### Placed standard cells

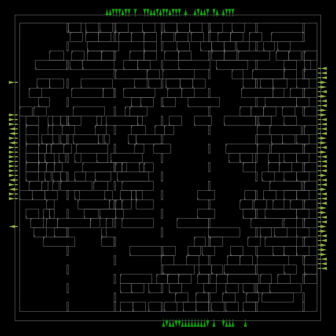
### M1 wires

(6 px per um) Supply wires on this layer in gray.
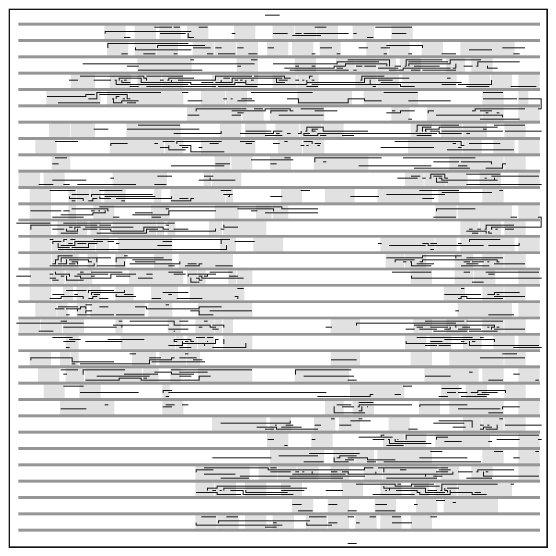
### I/O nets highlighted

(3 px per um)
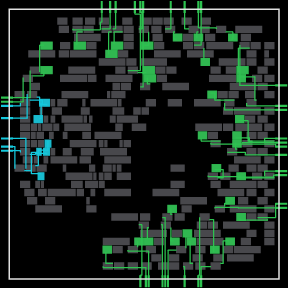
### Cell classes on the final placement

(4 px per um)
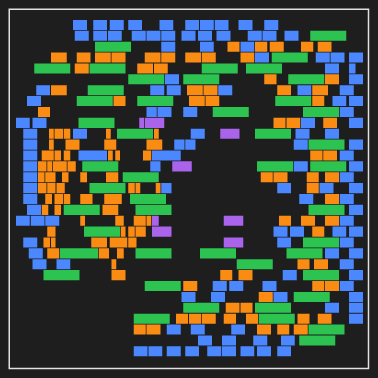
`src/rtl/regfile_write_ctrl.sv`:
```
// Register-file write controller: clears every location after reset, then
// arbitrates ALU (A) and memory-load (B) writebacks onto one write port.
//
// state | meaning
// INIT  | clear sweep, one zero write per cycle from register 0 upward
// RUN   | round-robin arbitration between A and B, one write per cycle
module regfile_write_ctrl #(
  parameter int REGISTER_DEPTH = 32,
  parameter int ADDR_WIDTH     = 5,
  parameter int DATA_WIDTH     = 32
) (
  input  logic                  clk,
  input  logic                  reset_b,
  input  logic                  a_valid,
  input  logic [ADDR_WIDTH-1:0] a_addr,
  input  logic [DATA_WIDTH-1:0] a_data,
  output logic                  a_ready,
  input  logic                  b_valid,
  input  logic [ADDR_WIDTH-1:0] b_addr,
  input  logic [DATA_WIDTH-1:0] b_data,
  output logic                  b_ready,
  output logic                  reg_write,
  output logic [ADDR_WIDTH-1:0] wr_reg,
  output logic [DATA_WIDTH-1:0] wr_data,
  output logic                  init_busy
);

  typedef enum logic {INIT, RUN} state_t;

  localparam logic                  PRIO_A   = 1'b0;
  localparam logic                  PRIO_B   = 1'b1;
  localparam logic [ADDR_WIDTH-1:0] LAST_REG = ADDR_WIDTH'(REGISTER_DEPTH - 1);

  state_t                state;
  logic [ADDR_WIDTH-1:0] cnt;
  logic                  prio;
  logic                  in_run;

  assign in_run  = (state == RUN);
  assign a_ready = in_run && a_valid && (!b_valid || (prio == PRIO_A));
  assign b_ready = in_run && b_valid && (!a_valid || (prio == PRIO_B));

  always_ff @(posedge clk or negedge reset_b) begin
    if (!reset_b) begin
      state     <= INIT;
      cnt       <= '0;
      prio      <= PRIO_A;
      reg_write <= 1'b0;
      wr_reg    <= '0;
      wr_data   <= '0;
      init_busy <= 1'b1;
    end else begin
      case (state)
        INIT: begin
          reg_write <= 1'b1;
          wr_reg    <= cnt;
          wr_data   <= '0;
          cnt       <= cnt + ADDR_WIDTH'(1);
          if (cnt == LAST_REG) begin
            state     <= RUN;
            init_busy <= 1'b0;
            cnt       <= '0;
          end
        end
        RUN: begin
          // r0 is hardwired zero: the request is consumed but never written
          if (a_ready) begin
            reg_write <= (a_addr != '0);
            wr_reg    <= a_addr;
            wr_data   <= a_data;
          end else if (b_ready) begin
            reg_write <= (b_addr != '0);
            wr_reg    <= b_addr;
            wr_data   <= b_data;
          end else begin
            reg_write <= 1'b0;
          end
          // only contended grants rotate priority to the loser
          if (a_valid && b_valid) begin
            if (a_ready)      prio <= PRIO_B;
            else if (b_ready) prio <= PRIO_A;
          end
        end
        default: state <= INIT;
      endcase
    end
  end

endmodule

```
`config.mk`:
```
export PLATFORM = sky130hd
export DESIGN_NAME = regfile_write_ctrl
export DESIGN_NICKNAME = d
export VERILOG_FILES = /design/src/rtl/regfile_write_ctrl.sv
export SDC_FILE = /design/constraint.sdc
export NUM_CORES = 1
export LEC_CHECK = 0
export CAP_MARGIN = 40
export CORE_UTILIZATION = 30
export DETAILED_ROUTE_END_ITERATION = 10
export GPL_ROUTABILITY_DRIVEN = 1
export PLACE_DENSITY = 0.76
export SLEW_MARGIN = 20
export SYNTH_ARGS = -nofsm -noshare
export SYNTH_HDL_FRONTEND = slang
export SYNTH_SLANG_ARGS = --single-unit
```
`constraint.sdc`:
```
create_clock -name clk -period 2.35 [get_ports clk]
set_input_delay 0.3525 -clock clk [delete_from_list [all_inputs] [get_ports clk]]
set_output_delay 0.3525 -clock clk [all_outputs]
set_load 0.02 [all_outputs]
```
==> impl_metrics.tcl <==
# flow metrics
set metrics [dict create \
    fp_util_pct 31.3 \
    critPathLaunchType "primary input" \
    layout-drive-gt1-share_pct 10.3 \
    post-route-period-util_pct 95.4 \
    synthTopCellsByArea "dfrtp_1, a221o_1, and4_1, and4_4, buf_6" \
    worstSetupEndpointType "primary output" \
    postCtsSetupRepairBufs 0 \
    setup_tns_ns 0 \
    slew_violations 0 \
    ys_seq_elements 46 \
    period_minus_slack_ns 2.24 \
    grt_pass1_wl_um 10300 \
    slowest_delay_ns 0.66 \
    wl_per_cell_um 16.7 \
    top_area_cell "dfrtp_1" \
    clock-sinks 46 \
    path_buffers 2 \
    vdd_drop_max_uv 244 \
    status "finished, final reports clean" \
    ff_type "dfrtp_1" \
    ys_cells 189 \
    fp_nets 269 \
    netlist-cell-type-count 36 \
    drv_cap 0 \
    arrival_ns 1.89 \
    ys_warn_count 0 \
    rows 31 \
    tightest_slew_ns 0.495 \
    num_vias 2111 \
    area_delta_synth_final_pct 58.2 \
    dpl.hpwl_um 4570 \
    cpMostUsedCell "clkdlybuf4s50_1" \
    highest-signal-layer "met4" \
    critPathSlowestCell "clkdlybuf4s50_1" \
    dr.pass1.iters 4 \
    netlist_area_sq_um 2290 \
    cts_tree "built" \
    clkSlewWorstSetupHoldPaths_ns 0.08 \
    synth_cells 189 \
    portBuffers 118 \
    p_total_uw 2450 \
    synth_seq_share_pct 50.3 \
    path_cells "clkdlybuf4s50_1 > nor2b_1 > nor3_1 > clkdlybuf4s50_1" \
    top_cell_area_share_pct 49.1 \
    first_iter_violations 74 \
]
About 'Placed standard cells':
seq_cells: 46
Core Footprint: 7330 sq um
final core utilization: 49.5%
tap cells: 99

About 'M1 wires':
longest straight run = 30.4 um
wire length on this layer = 2,920 um

About 'I/O nets highlighted':
b_data -> green  # direction input, edge 11 right, 10 top, 9 bottom, 2 left, end cells 32, buffers 32, wire 690 um
b_addr -> cyan  # direction input, edge left, end cells 7, buffers 5, wire 94.1 um

About 'Cell classes on the final placement':
remaining buffers and delay cells -> blue  # cells 126, share of their area 36%
clock drivers and dummy loads -> purple  # cells 8, share of their area 2.6%
combinational and other logic -> orange  # cells 122, share of their area 28%
sequential cells -> green  # cells 46, share of their area 33%

==> layout make-up <==
cell class                 count  area (sq um)
fill                         646          3700
timing repair buffer         126          1260
sequential                    46          1150
multi-input combinational    119           985
tap                           99           124
clock buffer                   7          86.3
inverter                       3          11.3
clock inverter                 1          5.00
==> worst paths after layout <==
check / end / depth (start not counted) / start
worst min-delay path: wr_data[19]$_DFFE_PN0P_ / 2 / reset_b
worst min register to register: init_busy$_DFFE_PN1P_ / 1 / init_busy$_DFFE_PN1P_
worst max register to register: cnt[3]$_DFFE_PN0N_ / 5 / cnt[0]$_DFFE_PN0N_
worst max-delay path: b_ready / 4 / a_valid
max in group asynchronous: init_busy$_DFFE_PN1P_ / 3 / reset_b
min in group clk: init_busy$_DFFE_PN1P_ / 1 / init_busy$_DFFE_PN1P_
==> report_power, final <==
part	switching (uW)	leakage [uW]	total (uW)	internal, uW
registers	87.8	0.000552	1010	927
logic	427	0.000894	944	517
clock network	256	0.0000482	494	238
==> cell families (layout without fill, tap and decap cells) <==
group	count (synthesis)	after routing	share of synthesized area [%]
DFF	46	46	50.3
xor gates and xnor gates	1	1	0.382
buffers and inverters	24	137	6.77
AOI/OAI and AO/OA	45	45	18.6
and+or+nand+nor	68	68	21.5
muxes	3	3	1.42
adders and majority gates	2	2	1.09
==> metal layers <==
metal	vias to the layer above	track usage, %
li1	989	-
met2	76	30.6
met1	1044	20.6
met5	-	0
met4	0	3.03
met3	2	3.51
==> stage by stage <==
step / utilization (%) / instance area [sq um] / std cells / hold WS, ns / worst slack (ns)
after global routing: 49.5 / 3630 / 401 / 0.511 / 0.0245
after floorplan: - / 2290 / 189 / 0.0569 / 0.707
after CTS: 49.5 / 3630 / 401 / 0.474 / 0.103
after global placement: 48.1 / 3530 / 392 / 0.264 / 0.126
final: 49.5 / 3630 / 401 / 0.477 / 0.107
after detailed placement: 48.1 / 3530 / 392 / 0.266 / 0.103
==> cells in the final DEF (no fill, tap or decap), types with 2 or more instances in the layout <==
master,n
ha_1,2
a21boi_0,2
buf_12,2
nand3_1,10
clkbuf_8,6
clkdlybuf4s50_1,117
nor3_1,2
a2bb2oi_1,4
dfrtp_1,45
nand4_1,4
and4_4,9
nand2_1,8
mux2_2,2
nor2_1,3
o21ai_0,2
buf_4,5
inv_1,2
a221o_1,33
and4_1,23
==> Yosys cell counts (all sizes together) (2+ instances only) <==
cell type / instances
nand4: 4
nand2: 8
and4: 32
buf: 18
o21ai: 2
a2bb2oi: 4
nand3: 10
nor3: 2
ha: 2
mux2: 2
dfrtp: 45
clkbuf: 3
a21boi: 2
nor2: 5
inv: 3
a221o: 33
or2: 2
Power is estimated from default activity; no workload was simulated.
